$ cat config.mk
export PLATFORM = sky130hd
export DESIGN_NAME = dlfloat_operand_loader
export DESIGN_NICKNAME = d
export VERILOG_FILES = /design/src/rtl/dlfloat_pkg.sv /design/src/rtl/dlfloat_op_fifo.sv /design/src/rtl/dlfloat_operand_loader.sv
export SDC_FILE = /design/constraint.sdc
export NUM_CORES = 1
export LEC_CHECK = 0
export CAP_MARGIN = 20
export CORE_MARGIN = 10
export CORE_UTILIZATION = 40
export CTS_BUF_LIST = sky130_fd_sc_hd__clkbuf_8
export DETAILED_ROUTE_END_ITERATION = 8
export GPL_TIMING_DRIVEN = 0
export PLACE_DENSITY = 0.63
export SETUP_SLACK_MARGIN = 0.2
export SYNTH_ARGS = -nofsm -noshare
export SYNTH_HDL_FRONTEND = slang
export SYNTH_SLANG_ARGS = --single-unit
$ cat constraint.sdc
create_clock -name clk -period 1.7 [get_ports clk]
set_clock_uncertainty 0.1 [all_clocks]
set_input_delay 0.17 -clock clk [delete_from_list [all_inputs] [get_ports clk]]
set_output_delay 0.17 -clock clk [all_outputs]
set_load 0.1 [all_outputs]
$ cat src/rtl/dlfloat_pkg.sv
// Shared types and constants for the DLFloat16 operand loader: command
// encodings, the queued entry layout and the frame-parser state encoding.
package dlfloat_pkg;

    localparam int DLF_W = 16;

    localparam logic [1:0] CMD_NOP = 2'b00;
    localparam logic [1:0] CMD_MAC = 2'b01;
    localparam logic [1:0] CMD_CLR = 2'b10;
    localparam logic [1:0] CMD_RSV = 2'b11;

    localparam logic [DLF_W-1:0] DLF_NAN = 16'hFFFF;

    typedef struct packed {
        logic             clr;
        logic [DLF_W-1:0] a;
        logic [DLF_W-1:0] b;
    } dlf_entry_t;

    localparam int ENTRY_W = $bits(dlf_entry_t);

    typedef enum logic [2:0] {
        ST_IDLE,
        ST_A_LO,
        ST_A_HI,
        ST_B_LO,
        ST_B_HI
    } ld_state_t;

endpackage

$ cat src/rtl/dlfloat_op_fifo.sv
// Synchronous FIFO for parsed MAC entries. The head is read from storage,
// so a push into an empty FIFO shows up one cycle later.
module dlfloat_op_fifo #(
    parameter int DEPTH = 2,
    parameter int WIDTH = 33
) (
    input  logic             clk,
    input  logic             rst_n,
    input  logic             push_i,
    input  logic [WIDTH-1:0] data_i,
    input  logic             pop_i,
    output logic [WIDTH-1:0] data_o,
    output logic             full_o,
    output logic             empty_o
);

    localparam int AW = (DEPTH > 1) ? $clog2(DEPTH) : 1;

    logic [WIDTH-1:0] mem_q [DEPTH];
    logic [AW-1:0]    wr_ptr_q;
    logic [AW-1:0]    rd_ptr_q;
    logic [AW:0]      count_q;
    logic [AW:0]      count_d;
    logic             do_push;
    logic             do_pop;

    assign empty_o = (count_q == '0);
    assign full_o  = (count_q == (AW+1)'(DEPTH));
    assign do_pop  = pop_i && !empty_o;
    // A full FIFO still accepts a push when the head leaves in the same cycle.
    assign do_push = push_i && (!full_o || do_pop);
    assign data_o  = mem_q[rd_ptr_q];

    always_comb begin
        count_d = count_q;
        if (do_push && !do_pop) begin
            count_d = count_q + (AW+1)'(1);
        end else if (do_pop && !do_push) begin
            count_d = count_q - (AW+1)'(1);
        end
    end

    always_ff @(posedge clk or negedge rst_n) begin
        if (!rst_n) begin
            for (int i = 0; i < DEPTH; i++) begin
                mem_q[i] <= '0;
            end
            wr_ptr_q <= '0;
            rd_ptr_q <= '0;
            count_q  <= '0;
        end else begin
            if (do_push) begin
                mem_q[wr_ptr_q] <= data_i;
                wr_ptr_q        <= wr_ptr_q + AW'(1);
            end
            if (do_pop) begin
                rd_ptr_q <= rd_ptr_q + AW'(1);
            end
            count_q <= count_d;
        end
    end

endmodule

$ cat src/rtl/dlfloat_operand_loader.sv
// Byte-serial command parser feeding the DLFloat16 MAC through a small FIFO,
// with a mid-frame idle timeout and sticky protocol error flags.
//
//   state   | meaning
//   IDLE    | waiting for a command byte
//   A_LO    | waiting for a[7:0]
//   A_HI    | waiting for a[15:8]
//   B_LO    | waiting for b[7:0]
//   B_HI    | waiting for b[15:8]; completing byte pushes the entry
module dlfloat_operand_loader
    import dlfloat_pkg::*;
#(
    parameter int DEPTH   = 2,
    parameter int TIMEOUT = 255,
    parameter int TO_W    = 16
) (
    input  logic        clk,
    input  logic        rst_n,
    input  logic        in_valid,
    input  logic [7:0]  in_data,
    output logic        in_ready,
    output logic        op_valid,
    input  logic        op_ready,
    output logic [15:0] op_a,
    output logic [15:0] op_b,
    output logic        op_clr,
    output logic        err_cmd,
    output logic        err_to,
    output logic        busy
);

    ld_state_t        state_q;
    logic [DLF_W-1:0] a_q;
    logic [7:0]       b_lo_q;
    logic [TO_W-1:0]  to_q;
    logic             err_cmd_q;
    logic             err_to_q;

    logic             xfer;
    logic             push;
    logic             expire;
    logic             fifo_full;
    logic             fifo_empty;
    logic [1:0]       cmd;
    dlf_entry_t       push_entry;
    dlf_entry_t       head;
    logic [ENTRY_W-1:0] head_bits;

    assign cmd = in_data[1:0];

    // Only a byte that would complete an entry can be stalled by a full FIFO.
    assign in_ready = !(fifo_full &&
                        ((state_q == ST_B_HI) ||
                         ((state_q == ST_IDLE) && (cmd == CMD_CLR))));
    assign xfer   = in_valid && in_ready;
    assign push   = xfer && ((state_q == ST_B_HI) ||
                             ((state_q == ST_IDLE) && (cmd == CMD_CLR)));
    assign expire = (state_q != ST_IDLE) && !in_valid &&
                    (to_q == TO_W'(TIMEOUT - 1));

    always_comb begin
        push_entry = '0;
        if (state_q == ST_B_HI) begin
            push_entry.clr = 1'b0;
            push_entry.a   = a_q;
            push_entry.b   = {in_data, b_lo_q};
        end else begin
            push_entry.clr = 1'b1;
        end
    end

    always_ff @(posedge clk or negedge rst_n) begin
        if (!rst_n) begin
            state_q   <= ST_IDLE;
            a_q       <= '0;
            b_lo_q    <= '0;
            to_q      <= '0;
            err_cmd_q <= 1'b0;
            err_to_q  <= 1'b0;
        end else begin
            if ((state_q == ST_IDLE) || in_valid || expire) begin
                to_q <= '0;
            end else begin
                to_q <= to_q + TO_W'(1);
            end

            if (expire) begin
                state_q  <= ST_IDLE;
                a_q      <= '0;
                b_lo_q   <= '0;
                err_to_q <= 1'b1;
            end else if (xfer) begin
                case (state_q)
                    ST_IDLE: begin
                        if (cmd == CMD_MAC) begin
                            state_q <= ST_A_LO;
                        end
                        if (cmd == CMD_RSV) begin
                            err_cmd_q <= 1'b1;
                        end
                    end
                    ST_A_LO: begin
                        a_q[7:0] <= in_data;
                        state_q  <= ST_A_HI;
                    end
                    ST_A_HI: begin
                        a_q[15:8] <= in_data;
                        state_q   <= ST_B_LO;
                    end
                    ST_B_LO: begin
                        b_lo_q  <= in_data;
                        state_q <= ST_B_HI;
                    end
                    ST_B_HI: begin
                        a_q     <= '0;
                        b_lo_q  <= '0;
                        state_q <= ST_IDLE;
                    end
                    default: state_q <= ST_IDLE;
                endcase
            end
        end
    end

    dlfloat_op_fifo #(
        .DEPTH (DEPTH),
        .WIDTH (ENTRY_W)
    ) u_fifo (
        .clk     (clk),
        .rst_n   (rst_n),
        .push_i  (push),
        .data_i  (push_entry),
        .pop_i   (op_ready),
        .data_o  (head_bits),
        .full_o  (fifo_full),
        .empty_o (fifo_empty)
    );

    assign head     = head_bits;
    assign op_valid = !fifo_empty;
    assign op_a     = op_valid ? head.a : '0;
    assign op_b     = op_valid ? head.b : '0;
    assign op_clr   = op_valid && head.clr;
    assign err_cmd  = err_cmd_q;
    assign err_to   = err_to_q;
    assign busy     = (state_q != ST_IDLE) || !fifo_empty;

endmodule

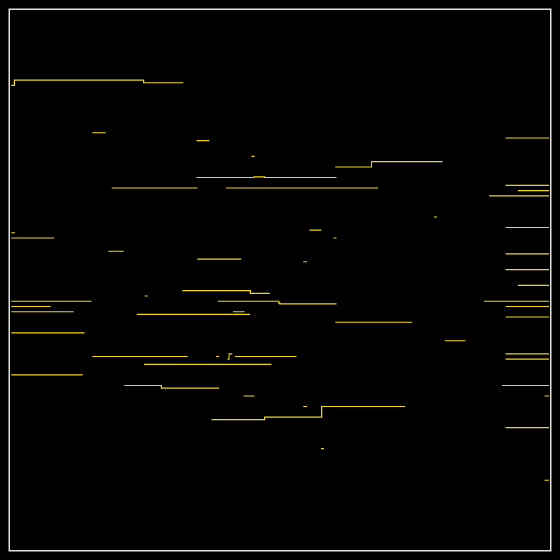
(signal wires on met3)
main direction: horizontal
wire length on this layer: 729 µm
longest straight run: 39.1 µm
nets with wire on the layer: 39

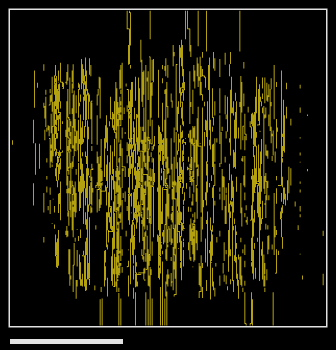
(the metal 2 layer)
Scale bar: 50 µm.
longest straight run: 70.0 µm
share of all routed wire: 51%
wire length on this layer: 8,070 µm
nets with wire on the layer: 603

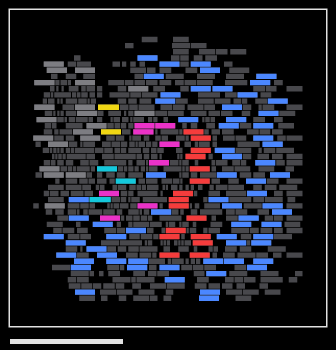
(where the registers sit)
Scale bar: 50 µm. Other sequential cells in the stronger gray, the rest of the logic in the fainter gray.
[red] a_q | flops: 16
[blue] u_fifo.mem_q | flops: 66
[cyan] state_q | flops: 3
[yellow] u_fifo.count_q | flops: 2
[magenta] b_lo_q | flops: 8 | where: center
Seq. cell area: 0.00288 mm²
Core Util, Final: 67.3%
Seq group: 0.00371 W
sequential share of cell area: 30.7%

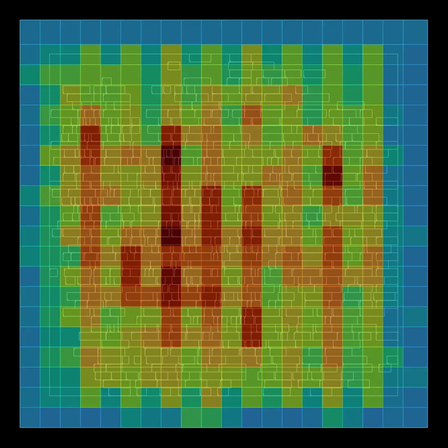
(routing congestion)
met3 usage: 4.49%
GR Util met2: 27.0%
GR peak layer: met2
WL per Instance: 18.9 µm

==> flow_metrics.tcl <==
# metrics dict for downstream scripts
set metrics [dict create \
    status "finished with violations" \
    violations "negative setup slack" \
    p_per_area_mw_per_mm2 1380 \
    xor_share_pct 3.07 \
    cp.required_ns 1.43 \
    antenna_found_initial 0 \
    dr.pass1.iters 4 \
    drive_above_1_share_pct 57.9 \
    ys.flop_type "dfrtp_1" \
    ios 50 \
    slew-limit-headroom_pct 63.9 \
    gp_congestion 0.823 \
    fp_nets 508 \
    synth_stat.cells 493 \
    ys_top_logic_family "multiplexers" \
    top_area_share_pct 50.4 \
    grt_max_degree 61 \
    max_freq_ghz 0.508 \
    regMostFlops "u_fifo.mem_q" \
    p_int_w 0.00789 \
    combPwrFrac_pct 53.5 \
    grt_first_pass_wirelength_mm 25.1 \
    die_x_um 139 \
    yosys-mux-area-fraction_pct 20.8 \
    dp.final_hpwl_mm 9.21 \
    synth_area_leader_cell "dfrtp_1" \
    regToRegSetupSlack_ns -0.23 \
    setup_viol 130 \
    syn2layout_area_growth_pct 64.3 \
    fin_ws_ns -0.267 \
    layout_min_cycle_time_ns 1.97 \
    max_cap_violations 0 \
    diodes 0 \
    power.total_w 0.0130 \
    comb_power_w 0.00695 \
    grt_pass1_vias 4539 \
    p_sw_w 0.00509 \
    fin_crit_sh_pct 116 \
    synth.distinct_cells 48 \
    yosysSeqAreaShare_pct 50.4 \
    avgSynthCellArea_um2 11.6 \
    edf_count 0 \
    synth_cells 493 \
]
## through the flow
step	TNS (ns)	area, µm²
floorplan	-4.37	6220
global placement	-543.38	6930
detailed placement	-82.96	6960
CTS	-21.76	9030
global route	-31.97	9380
finish	-22.89	9380
## cell type report
class	count	area, µm²
fill	937	4550
multi-input combinational	341	3650
sequential	115	2880
timing repair buffer	124	1820
buffer	28	403
clock buffer	21	289
tap	180	225
clock inverter	10	68.8
inverter	9	48.8
## layer usage
layer	track usage (%)	share of wire, %	up-vias
met1	19.2	42	2191
li1	-	-	1992
met5	0	0	-
met4	6.43	1.8	0
met2	27.0	51	72
met3	4.49	4.6	24
## repair_timing
action | 4_1_cts | 5_1_grt
endpoints found under the hold margin | 56 | 0
buffers inserted | 50 | 10
pin swaps | 27 | 21
cloned | 12 | 1
setup endpoints to repair | 149 | 149
gates resized | 486 | 59
hold buffers | 2 | 0
## cell usage in the layout, fill, tap and decap left out, types with 3 or more instances in the layout
master,netlist,final
dfrtp_1,115,113
mux2_4,30,66
buf_12,3,50
nor2_4,2,42
buf_6,5,37
and2_1,32,32
nand2_1,32,28
a21oi_2,0,26
buf_4,2,25
mux2i_4,0,23
clkbuf_8,0,21
o21ai_0,17,17
xnor2_1,17,14
buf_8,0,10
inv_1,8,9
nor2_2,0,9
buf_16,0,9
mux2i_2,0,8
o31ai_1,8,8
nor2_1,56,7
clkdlybuf4s50_1,0,7
nor3_1,7,5
nor2b_1,5,5
nand3_1,5,4
clkinv_2,0,4
xnor2_2,0,3
xor2_1,3,3
clkbuf_16,0,3
clkbuf_2,0,3
## critical path, cell delays in order (launching register included)
cell       delay [ns]
dfrtp_1          0.40
buf_6            0.13
nor2_4           0.11
buf_12           0.18
clkbuf_16        0.19
nand2_4          0.06
buf_12           0.17
Power figures rest on the tool's default switching activity, not on a simulated workload.
